==> src/rtl/mem_port_arbiter_pkg.sv <==
// Shared types and constants for the memory-port arbiter: FSM state encoding,
// store size codes, grant identifiers and the default watchdog limit.
package mem_port_arbiter_pkg;

  typedef enum logic [1:0] {
    ARB_IDLE   = 2'd0,
    ARB_BUSY_I = 2'd1,
    ARB_BUSY_D = 2'd2
  } arb_state_t;

  localparam logic [1:0] SZ_WORD = 2'd0;
  localparam logic [1:0] SZ_BYTE = 2'd1;
  localparam logic [1:0] SZ_HALF = 2'd2;
  localparam logic [1:0] SZ_TRI  = 2'd3;

  localparam logic GRANT_I = 1'b0;
  localparam logic GRANT_D = 1'b1;

  localparam int TIMEOUT_DEFAULT = 255;

  function automatic logic is_busy(input arb_state_t s);
    return (s == ARB_BUSY_I) || (s == ARB_BUSY_D);
  endfunction

endpackage

==> src/rtl/mem_port_arbiter_watchdog.sv <==
// Watchdog for an in-flight memory access: 8-bit saturating counter with
// clear and enable, and a flag that latches once the limit is reached.
module arb_watchdog
  import mem_port_arbiter_pkg::*;
#(
  parameter int TIMEOUT = TIMEOUT_DEFAULT
) (
  input  logic CLK,
  input  logic RESET,
  input  logic clr,
  input  logic en,
  output logic flag
);

  localparam logic [7:0] LIMIT = 8'(TIMEOUT);

  logic [7:0] cnt;

  // Count waiting cycles; the flag sets on the edge where the count hits LIMIT and stays set.
  always_ff @(posedge CLK or negedge RESET) begin
    if (!RESET) begin
      cnt  <= 8'd0;
      flag <= 1'b0;
    end else begin
      if (clr) begin
        cnt <= 8'd0;
      end else if (en && (cnt != LIMIT)) begin
        cnt <= cnt + 8'd1;
      end else begin
        cnt <= cnt;
      end
      flag <= flag || (!clr && en && (cnt == LIMIT - 8'd1));
    end
  end

endmodule

==> src/rtl/mem_port_arbiter.sv <==
// Arbitrates instruction fetch and MEM-stage data accesses onto one memory port.
// Define MEM_ARB_RR_EN for round-robin grant; otherwise data beats fetch.
module mem_port_arbiter
  import mem_port_arbiter_pkg::*;
#(
  parameter int ADDR_W  = 32,
  parameter int DATA_W  = 32,
  parameter int TIMEOUT = TIMEOUT_DEFAULT
) (
  input  logic              CLK,
  input  logic              RESET,
  input  logic              i_req,
  input  logic [ADDR_W-1:0] i_addr,
  output logic [DATA_W-1:0] i_rdata,
  output logic              i_stall,
  input  logic              d_read,
  input  logic              d_write,
  input  logic [ADDR_W-1:0] d_addr,
  input  logic [DATA_W-1:0] d_wdata,
  input  logic [1:0]        d_size,
  output logic [DATA_W-1:0] d_rdata,
  output logic              d_stall,
  output logic              mem_req,
  output logic              mem_we,
  output logic [ADDR_W-1:0] mem_addr,
  output logic [DATA_W-1:0] mem_wdata,
  output logic [1:0]        mem_size,
  input  logic              mem_ack,
  input  logic [DATA_W-1:0] mem_rdata,
  output logic              err_timeout
);

  arb_state_t state;
  logic       d_any;
  logic       grant_i;
  logic       grant_d;

  assign d_any = d_read || d_write;

`ifdef MEM_ARB_RR_EN
  logic last_grant;

  // On contention pick whichever side was not served last.
  always_comb begin
    grant_d = 1'b0;
    grant_i = 1'b0;
    if (d_any && i_req) begin
      grant_d = (last_grant == GRANT_I);
      grant_i = (last_grant == GRANT_D);
    end else begin
      grant_d = d_any;
      grant_i = i_req;
    end
  end

  // Remember the most recent grant for the next contention.
  always_ff @(posedge CLK or negedge RESET) begin
    if (!RESET) begin
      last_grant <= GRANT_D;
    end else if ((state == ARB_IDLE) && grant_d) begin
      last_grant <= GRANT_D;
    end else if ((state == ARB_IDLE) && grant_i) begin
      last_grant <= GRANT_I;
    end else begin
      last_grant <= last_grant;
    end
  end
`else
  // Fixed priority: data side always wins.
  always_comb begin
    grant_d = d_any;
    grant_i = i_req && !d_any;
  end
`endif

  // Grant/sequencing FSM; every mem_* output is registered here and held while busy.
  always_ff @(posedge CLK or negedge RESET) begin
    if (!RESET) begin
      state     <= ARB_IDLE;
      mem_req   <= 1'b0;
      mem_we    <= 1'b0;
      mem_addr  <= '0;
      mem_wdata <= '0;
      mem_size  <= SZ_WORD;
    end else begin
      case (state)
        ARB_IDLE: begin
          if (grant_d) begin
            state     <= ARB_BUSY_D;
            mem_req   <= 1'b1;
            mem_we    <= d_write;
            mem_addr  <= d_addr;
            mem_wdata <= d_wdata;
            mem_size  <= d_size;
          end else if (grant_i) begin
            state    <= ARB_BUSY_I;
            mem_req  <= 1'b1;
            mem_we   <= 1'b0;
            mem_addr <= i_addr;
            mem_size <= SZ_WORD;
          end else begin
            mem_req <= 1'b0;
          end
        end
        ARB_BUSY_I, ARB_BUSY_D: begin
          // The ack cycle never re-grants, so accesses are at least two cycles apart.
          if (mem_ack) begin
            state   <= ARB_IDLE;
            mem_req <= 1'b0;
          end else begin
            mem_req <= 1'b1;
          end
        end
        default: begin
          state   <= ARB_IDLE;
          mem_req <= 1'b0;
        end
      endcase
    end
  end

  assign i_stall = i_req && !((state == ARB_BUSY_I) && mem_ack);
  assign d_stall = d_any && !((state == ARB_BUSY_D) && mem_ack);
  assign i_rdata = mem_rdata;
  assign d_rdata = mem_rdata;

  arb_watchdog #(
    .TIMEOUT(TIMEOUT)
  ) u_watchdog (
    .CLK  (CLK),
    .RESET(RESET),
    .clr  ((state == ARB_IDLE) && (grant_i || grant_d)),
    .en   (is_busy(state) && !mem_ack),
    .flag (err_timeout)
  );

endmodule
==> config.mk <==
export PLATFORM = sky130hd
export DESIGN_NAME = mem_port_arbiter
export DESIGN_NICKNAME = d
export VERILOG_FILES = /design/src/rtl/mem_port_arbiter_pkg.sv /design/src/rtl/mem_port_arbiter_watchdog.sv /design/src/rtl/mem_port_arbiter.sv
export SDC_FILE = /design/constraint.sdc
export NUM_CORES = 1
export LEC_CHECK = 0
export ABC_AREA = 1
export CAP_MARGIN = 20
export CORE_MARGIN = 1.5
export CORE_UTILIZATION = 30
export DETAILED_ROUTE_END_ITERATION = 8
export HOLD_SLACK_MARGIN = 0.06
export PLACE_DENSITY = 0.71
export SYNTH_ARGS = -nofsm -noshare
export SYNTH_HDL_FRONTEND = slang
export SYNTH_SLANG_ARGS = --single-unit
==> constraint.sdc <==
create_clock -name CLK -period 1.7 [get_ports CLK]
set_input_delay 0.17 -clock CLK [delete_from_list [all_inputs] [get_ports CLK]]
set_output_delay 0.17 -clock CLK [all_outputs]
set_load 0.02 [all_outputs]
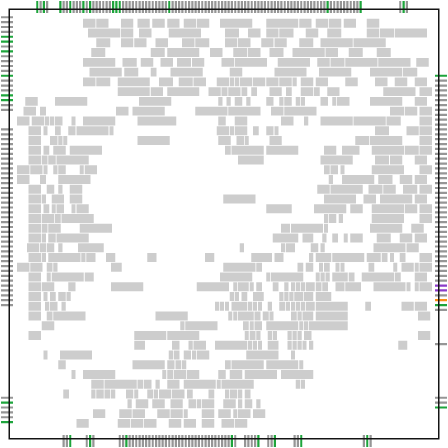
run_1/io_placement.png
Pins as bars across the die edge, other pins in grey.
Purple shows d_size, pins 2, direction input, edge right. Orange shows err_timeout, pins 1, direction output, edge right. Green shows d_rdata, pins 32, direction output, edge 13 top, 8 bottom, 8 left, 3 right.
All pins by edge: 99 top, 63 left, 56 bottom, 53 right.
Vert. Die Dim: 119 µm
die width: 119 µm
I/O Buffers: 174

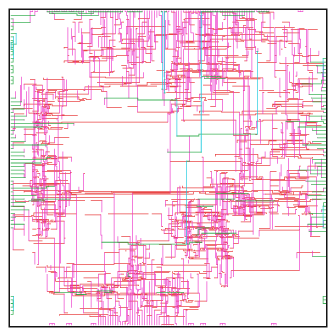
run_1/wires.png
Magenta shows metal 2, wire length 5,220 µm. Green shows metal 3, wire length 804 µm. Red shows metal 1, wire length 4,340 µm. Cyan shows metal 4, wire length 224 µm.
vias after detailed routing: 3,307
total routing usage reported by global routing: 15.0%
Detailed Route WL: 10,600 µm

==> flow_summary.rst, run 1 <==
Implementation results
======================

.. list-table::
   :header-rows: 1

   * - Metric
     - Value
   * - Max-slew violation count
     - 0
   * - Fill cells
     - 1,300
   * - Quantity of gates resized following cts
     - 4
   * - P_leak
     - 2.43 nW
   * - Netlist area before placement
     - 0.00406 mm²
   * - Proportion of layout cells with a drive suffix above 1
     - 13.2%
   * - Count of warnings emitted by yosys
     - 0
   * - Worst hold slack after final layout
     - 340 ps
   * - Post-CTS Repair Setup Buffers
     - 0
   * - Critical path depth in cells
     - 7
   * - Sequential group share of total power
     - 30.8%
   * - Top cells excl fill/tap
     - sky130_fd_sc_hd__clkdlybuf4s50_1 (171), sky130_fd_sc_hd__dfrtp_1 (79), sky130_fd_sc_hd__nand2_1 (69)
   * - Register cell area after layout
     - 0.00198 mm²
   * - Setup slack of the worst register-to-register path
     - 90 ps
   * - DP HPWL
     - 7790 µm
   * - Max-capacitance violation count
     - 0
   * - Slew HR
     - 65.9%
   * - Top cell class by occupied area
     - flip-flops and latches
   * - Total placed cells including tap cells
     - 706
   * - Most common cell after layout, fill and taps aside
     - sky130_fd_sc_hd__clkdlybuf4s50_1
   * - Post-layout instance area
     - 0.00590 mm²
   * - Synth Area in Adders
     - 1.85%
   * - Most frequently used cell type in the post-synthesis netlist
     - sky130_fd_sc_hd__dfrtp_1
   * - Master cell of the clock root buffer
     - sky130_fd_sc_hd__clkbuf_16
   * - Post-synth area hogs
     - sky130_fd_sc_hd__dfrtp_1 (49%), sky130_fd_sc_hd__buf_4 (13%), sky130_fd_sc_hd__mux2_2 (8.3%)
   * - Clk pwr share
     - 20.3%
   * - Hold-fix buffer count after cts
     - 1
   * - Seq area share
     - 33.5%
   * - Clock net sink count
     - 79
   * - Most instantiated flip-flop cell in the synthesis netlist
     - sky130_fd_sc_hd__dfrtp_1
   * - Number of register bits inferred by synthesis
     - 79
   * - Launch instance of the worst min-delay path
     - mem_rdata[29]
   * - Stage-log warning count
     - 31
   * - Post-Layout Cell Count
     - 723
   * - Number of enable-type register cells in the synthesized netlist
     - 0
   * - Avg Vias per Cell
     - 4.57
   * - Fraction of power spent switching nets
     - 36.5%
   * - Number of cells on the worst hold path
     - 0
   * - Category of cells accounting for the largest share of critical-path delay
     - flip-flops
   * - Total design power
     - 10.5 mW
   * - Post-synthesis async set-or-reset flop share
     - 100%
   * - Placement-stage worst setup slack
     - -168 ps
   * - Destination of the worst register-to-register timing path
     - mem_addr[12]
   * - Crit path arrival time
     - 1860 ps
   * - Placeable Area
     - 0.0132 mm²
   * - Xor+xnor area frac
     - 0.432%
   * - Iter 0 DRT Violations
     - 101
   * - Logic gate share of total power
     - 48.9%
   * - Share of final layout cell area taken by non-clock buffers
     - 32.2%
   * - Flip-flops
     - 79
   * - Capture point of the worst path
     - mem_addr[12]
   * - Status
     - finished, final reports clean
   * - Gpl congestion
     - 0.756
   * - Post-Syn Instances
     - 426
   * - PD cells
     - 1770 mW/mm²
   * - DRC
     - 0
   * - Number of multi-input combinational cells in the layout
     - 244
   * - Proportion of cell area occupied by multi-input gates
     - 23.9%
   * - Number of failing setup endpoints in the final timing report
     - 0
   * - Final Cycle Share
     - 94.6%
   * - Most common library cells after synthesis
     - sky130_fd_sc_hd__dfrtp_1 (79), sky130_fd_sc_hd__nand2_1 (69), sky130_fd_sc_hd__buf_4 (68), sky130_fd_sc_hd__nor2_1 (46), sky130_fd_sc_hd__o21ai_0 (40)
   * - Count of non-CTS buffers in the layout
     - 191
   * - Number of buffers and inverters on the critical path
     - 3
   * - Clock slew seen by the registers of the worst setup and hold paths
     - 60 ps
   * - Count of instantiated cells in the yosys netlist
     - 426
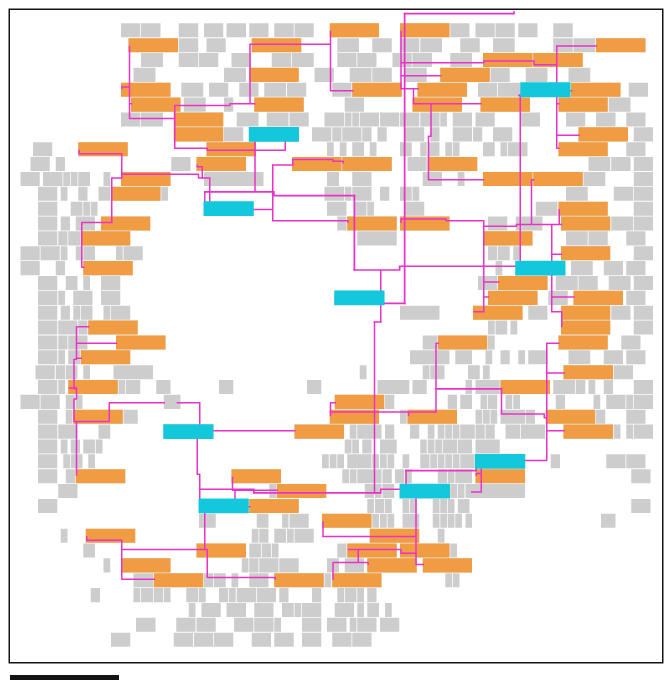
run_1/clk_routes.png
The bar under the picture is 20 µm long.
Orange shows flip-flops, count 79. Magenta shows clock wires, length 1,100 µm. Cyan shows clock drivers, count 9.
There are 10 routed clock nets.
Skew-Pair Late Insertion Delay: 340 ps
final clock skew: 6.62 ps
P_clk: 2.12 mW

==> run 1: power groups by stage <==
| stage | Clock, mW | Sequential [mW] | Combinational (mW) |
|---|---|---|---|
| 6_report | 2.12 | 3.22 | 5.11 |
| 5_1_grt | 2.27 | 3.33 | 5.49 |
| 4_1_cts | 2.19 | 3.23 | 5.17 |
| 3_5_place_dp | 0 | 3.25 | 5.16 |
| 3_3_place_gp | 0 | 3.20 | 5.05 |
| 2_1_floorplan | 0 | 4.22 | 1.92 |
==> run 1: per-layer routing <==
layer / global-route usage, % / vias up / share of wire, %
met5: 0 / - / 0
met1: 18.0 / 1548 / 41
met4: 6.32 / 0 / 2.1
met3: 4.69 / 25 / 7.6
li1: - / 1579 / -
met2: 25.0 / 155 / 49
--- run 2 (diff from run 1) ---
--- a/config.mk
+++ b/config.mk
@@ -6,12 +6,13 @@
 export NUM_CORES = 1
 export LEC_CHECK = 0
 export ABC_AREA = 1
-export CAP_MARGIN = 20
+export CAP_MARGIN = 0
 export CORE_MARGIN = 1.5
 export CORE_UTILIZATION = 30
 export DETAILED_ROUTE_END_ITERATION = 8
 export HOLD_SLACK_MARGIN = 0.06
 export PLACE_DENSITY = 0.71
+export SKIP_LAST_GASP = 1
 export SYNTH_ARGS = -nofsm -noshare
 export SYNTH_HDL_FRONTEND = slang
 export SYNTH_SLANG_ARGS = --single-unit
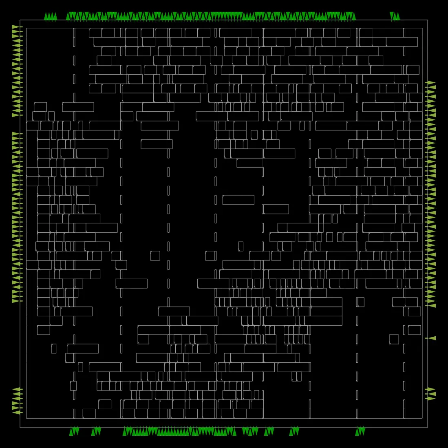
run_2/placement.png
utilization after layout: 44.5%
Fill cells: 1,300
Placeable Area: 0.0132 mm²
Seq area share: 33.5%
Post-Layout Cell Count: 723

==> flow_summary.rst, run 2 <==
Implementation results
======================

.. list-table::
   :header-rows: 1

   * - Metric
     - Value
   * - Count of instantiated cells in the yosys netlist
     - 426 (unchanged)
   * - Category of cells accounting for the largest share of critical-path delay
     - flip-flops (unchanged)
   * - Most instantiated flip-flop cell in the synthesis netlist
     - sky130_fd_sc_hd__dfrtp_1 (unchanged)
   * - Stage-log warning count
     - 32 (was 31)
   * - Final clock skew
     - 6.58 ps (was 6.62 ps)
   * - I/O Buffers
     - 174 (unchanged)
   * - DRC
     - 0 (unchanged)
   * - Final Cycle Share
     - 94.6% (about the same)
   * - Seq pwr
     - 3.22 mW (about the same)
   * - Most frequently used cell type in the post-synthesis netlist
     - sky130_fd_sc_hd__dfrtp_1 (unchanged)
   * - Max IR drop VDD
     - 0.595 mV (unchanged)
   * - Post-synthesis async set-or-reset flop share
     - 100% (unchanged)
   * - Total met2 wirelength after detailed routing
     - 5220 µm (unchanged)
   * - Multi-input gate area in the final layout
     - 0.00141 mm² (unchanged)
   * - Total placed cells including tap cells
     - 706 (unchanged)
   * - Count of warnings emitted by yosys
     - 0 (unchanged)
   * - Number of cells on the worst hold path
     - 0 (unchanged)
   * - Most common cell after layout, fill and taps aside
     - sky130_fd_sc_hd__clkdlybuf4s50_1 (unchanged)
   * - Max-capacitance violation count
     - 0 (unchanged)
   * - Number of multi-input combinational cells in the layout
     - 244 (unchanged)
   * - Clk pwr share
     - 20.3% (about the same)
   * - Congestion Overflow GR
     - 0 (unchanged)
   * - Most common library cells after synthesis
     - sky130_fd_sc_hd__dfrtp_1 (79), sky130_fd_sc_hd__nand2_1 (69), sky130_fd_sc_hd__buf_4 (68), sky130_fd_sc_hd__nor2_1 (46), sky130_fd_sc_hd__o21ai_0 (40) (unchanged)
   * - Top cells excl fill/tap
     - sky130_fd_sc_hd__clkdlybuf4s50_1 (171), sky130_fd_sc_hd__dfrtp_1 (79), sky130_fd_sc_hd__nand2_1 (69) (unchanged)
   * - Status
     - finished, final reports clean (unchanged)
   * - Gpl congestion
     - 0.756 (unchanged)
   * - M1 wire length
     - 4340 µm (unchanged)
   * - Signed area change from the synthesized netlist to the final layout
     - 45.3% (unchanged)
   * - Post-CTS Repair Setup Buffers
     - 0 (unchanged)
   * - Highest metal layer with signal wires
     - met4 (unchanged)
   * - Top power group
     - combinational logic (unchanged)
   * - Die width
     - 119 µm (unchanged)
   * - Flip-flops
     - 79 (unchanged)
   * - Fraction of power spent switching nets
     - 36.5% (about the same)
   * - Worst hold slack after final layout
     - 340 ps (unchanged)
   * - DP HPWL
     - 7790 µm (unchanged)
   * - Placement-stage worst setup slack
     - -168 ps (unchanged)
   * - Max-slew violation count
     - 0 (unchanged)
   * - Number of enable-type register cells in the synthesized netlist
     - 0 (unchanged)
   * - Avg Vias per Cell
     - 4.57 (unchanged)
   * - Most heavily used metal layer in global routing
     - met2 (unchanged)
   * - Crit path arrival time
     - 1860 ps (about the same)
   * - Vert. Die Dim
     - 119 µm (unchanged)
   * - Master cell of the clock root buffer
     - sky130_fd_sc_hd__clkbuf_16 (unchanged)
   * - Clock net sink count
     - 79 (unchanged)
   * - Netlist area before placement
     - 0.00406 mm² (unchanged)
   * - P_leak
     - 2.43 nW (about the same)
   * - Total routing usage reported by global routing
     - 15.0% (unchanged)
   * - Launch instance of the worst min-delay path
     - mem_rdata[29] (unchanged)
   * - Number of failing setup endpoints in the final timing report
     - 0 (unchanged)
   * - Slew HR
     - 65.9% (unchanged)
   * - Post-layout instance area
     - 0.00590 mm² (unchanged)
   * - Skew-Pair Late Insertion Delay
     - 340 ps (about the same)
   * - Detailed Route WL
     - 10,600 µm (about the same)
   * - Clock slew seen by the registers of the worst setup and hold paths
     - 60 ps (about the same)
   * - Logic power comb
     - 5.11 mW (about the same)
   * - P_clk
     - 2.12 mW (about the same)
   * - Met3 routing resource usage after global routing
     - 4.69% (unchanged)
   * - Total design power
     - 10.5 mW (about the same)
   * - Post-synth area hogs
     - sky130_fd_sc_hd__dfrtp_1 (49%), sky130_fd_sc_hd__buf_4 (13%), sky130_fd_sc_hd__mux2_2 (8.3%) (unchanged)
   * - PD cells
     - 1770 mW/mm² (about the same)
   * - Number of buffers and inverters on the critical path
     - 3 (unchanged)
   * - Iter 0 DRT Violations
     - 101 (unchanged)
   * - Vias after detailed routing
     - 3,307 (unchanged)
   * - Critical path depth in cells
     - 7 (unchanged)
   * - Proportion of layout cells with a drive suffix above 1
     - 13.2% (unchanged)
   * - Top cell class by occupied area
     - flip-flops and latches (unchanged)
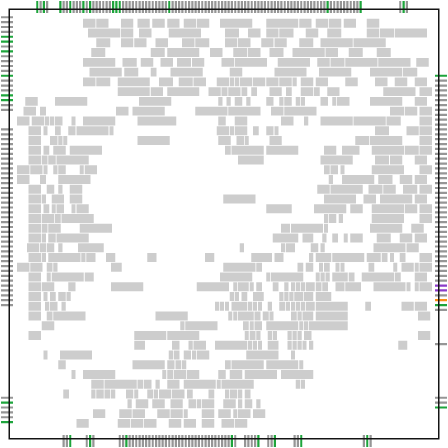
run_2/io_placement.png
Pins as bars across the die edge, other pins in grey.
Orange shows err_timeout, pins 1, direction output, edge right. Purple shows d_size, pins 2, direction input, edge right. Green shows d_rdata, pins 32, direction output, edge 13 top, 8 bottom, 8 left, 3 right.

run 2: final timing paths:
check | to | slack [ps]
hold reg to reg | mem_size[1] | 490
min in group asynchronous | mem_size[0] | 350
hold / removal | d_rdata[29] | 340
setup / recovery | mem_addr[12] | 90
setup reg to reg | mem_addr[12] | 90
max in group asynchronous | mem_wdata[3] | 740
run 2: cell families (layout without fill, tap and decap cells):
logic type	Yosys count	count (layout)	share of synthesized area [%]
xor gates and xnor gates	2	2	0.432
and+or+nand+nor	126	126	12.5
AOI/OAI and AO/OA	78	78	11.0
adders and majority gates	6	6	1.85
buffers and inverters	103	224	16.7
DFF	79	79	48.7
muxes	32	32	8.88
run 2: repair_timing:
item,4_1_cts,5_1_grt
gates resized,2,6
endpoints found under the setup margin,2,16
hold buffers,1,0
endpoints found under the hold margin,36,0
Power is estimated from default activity; no workload was simulated.
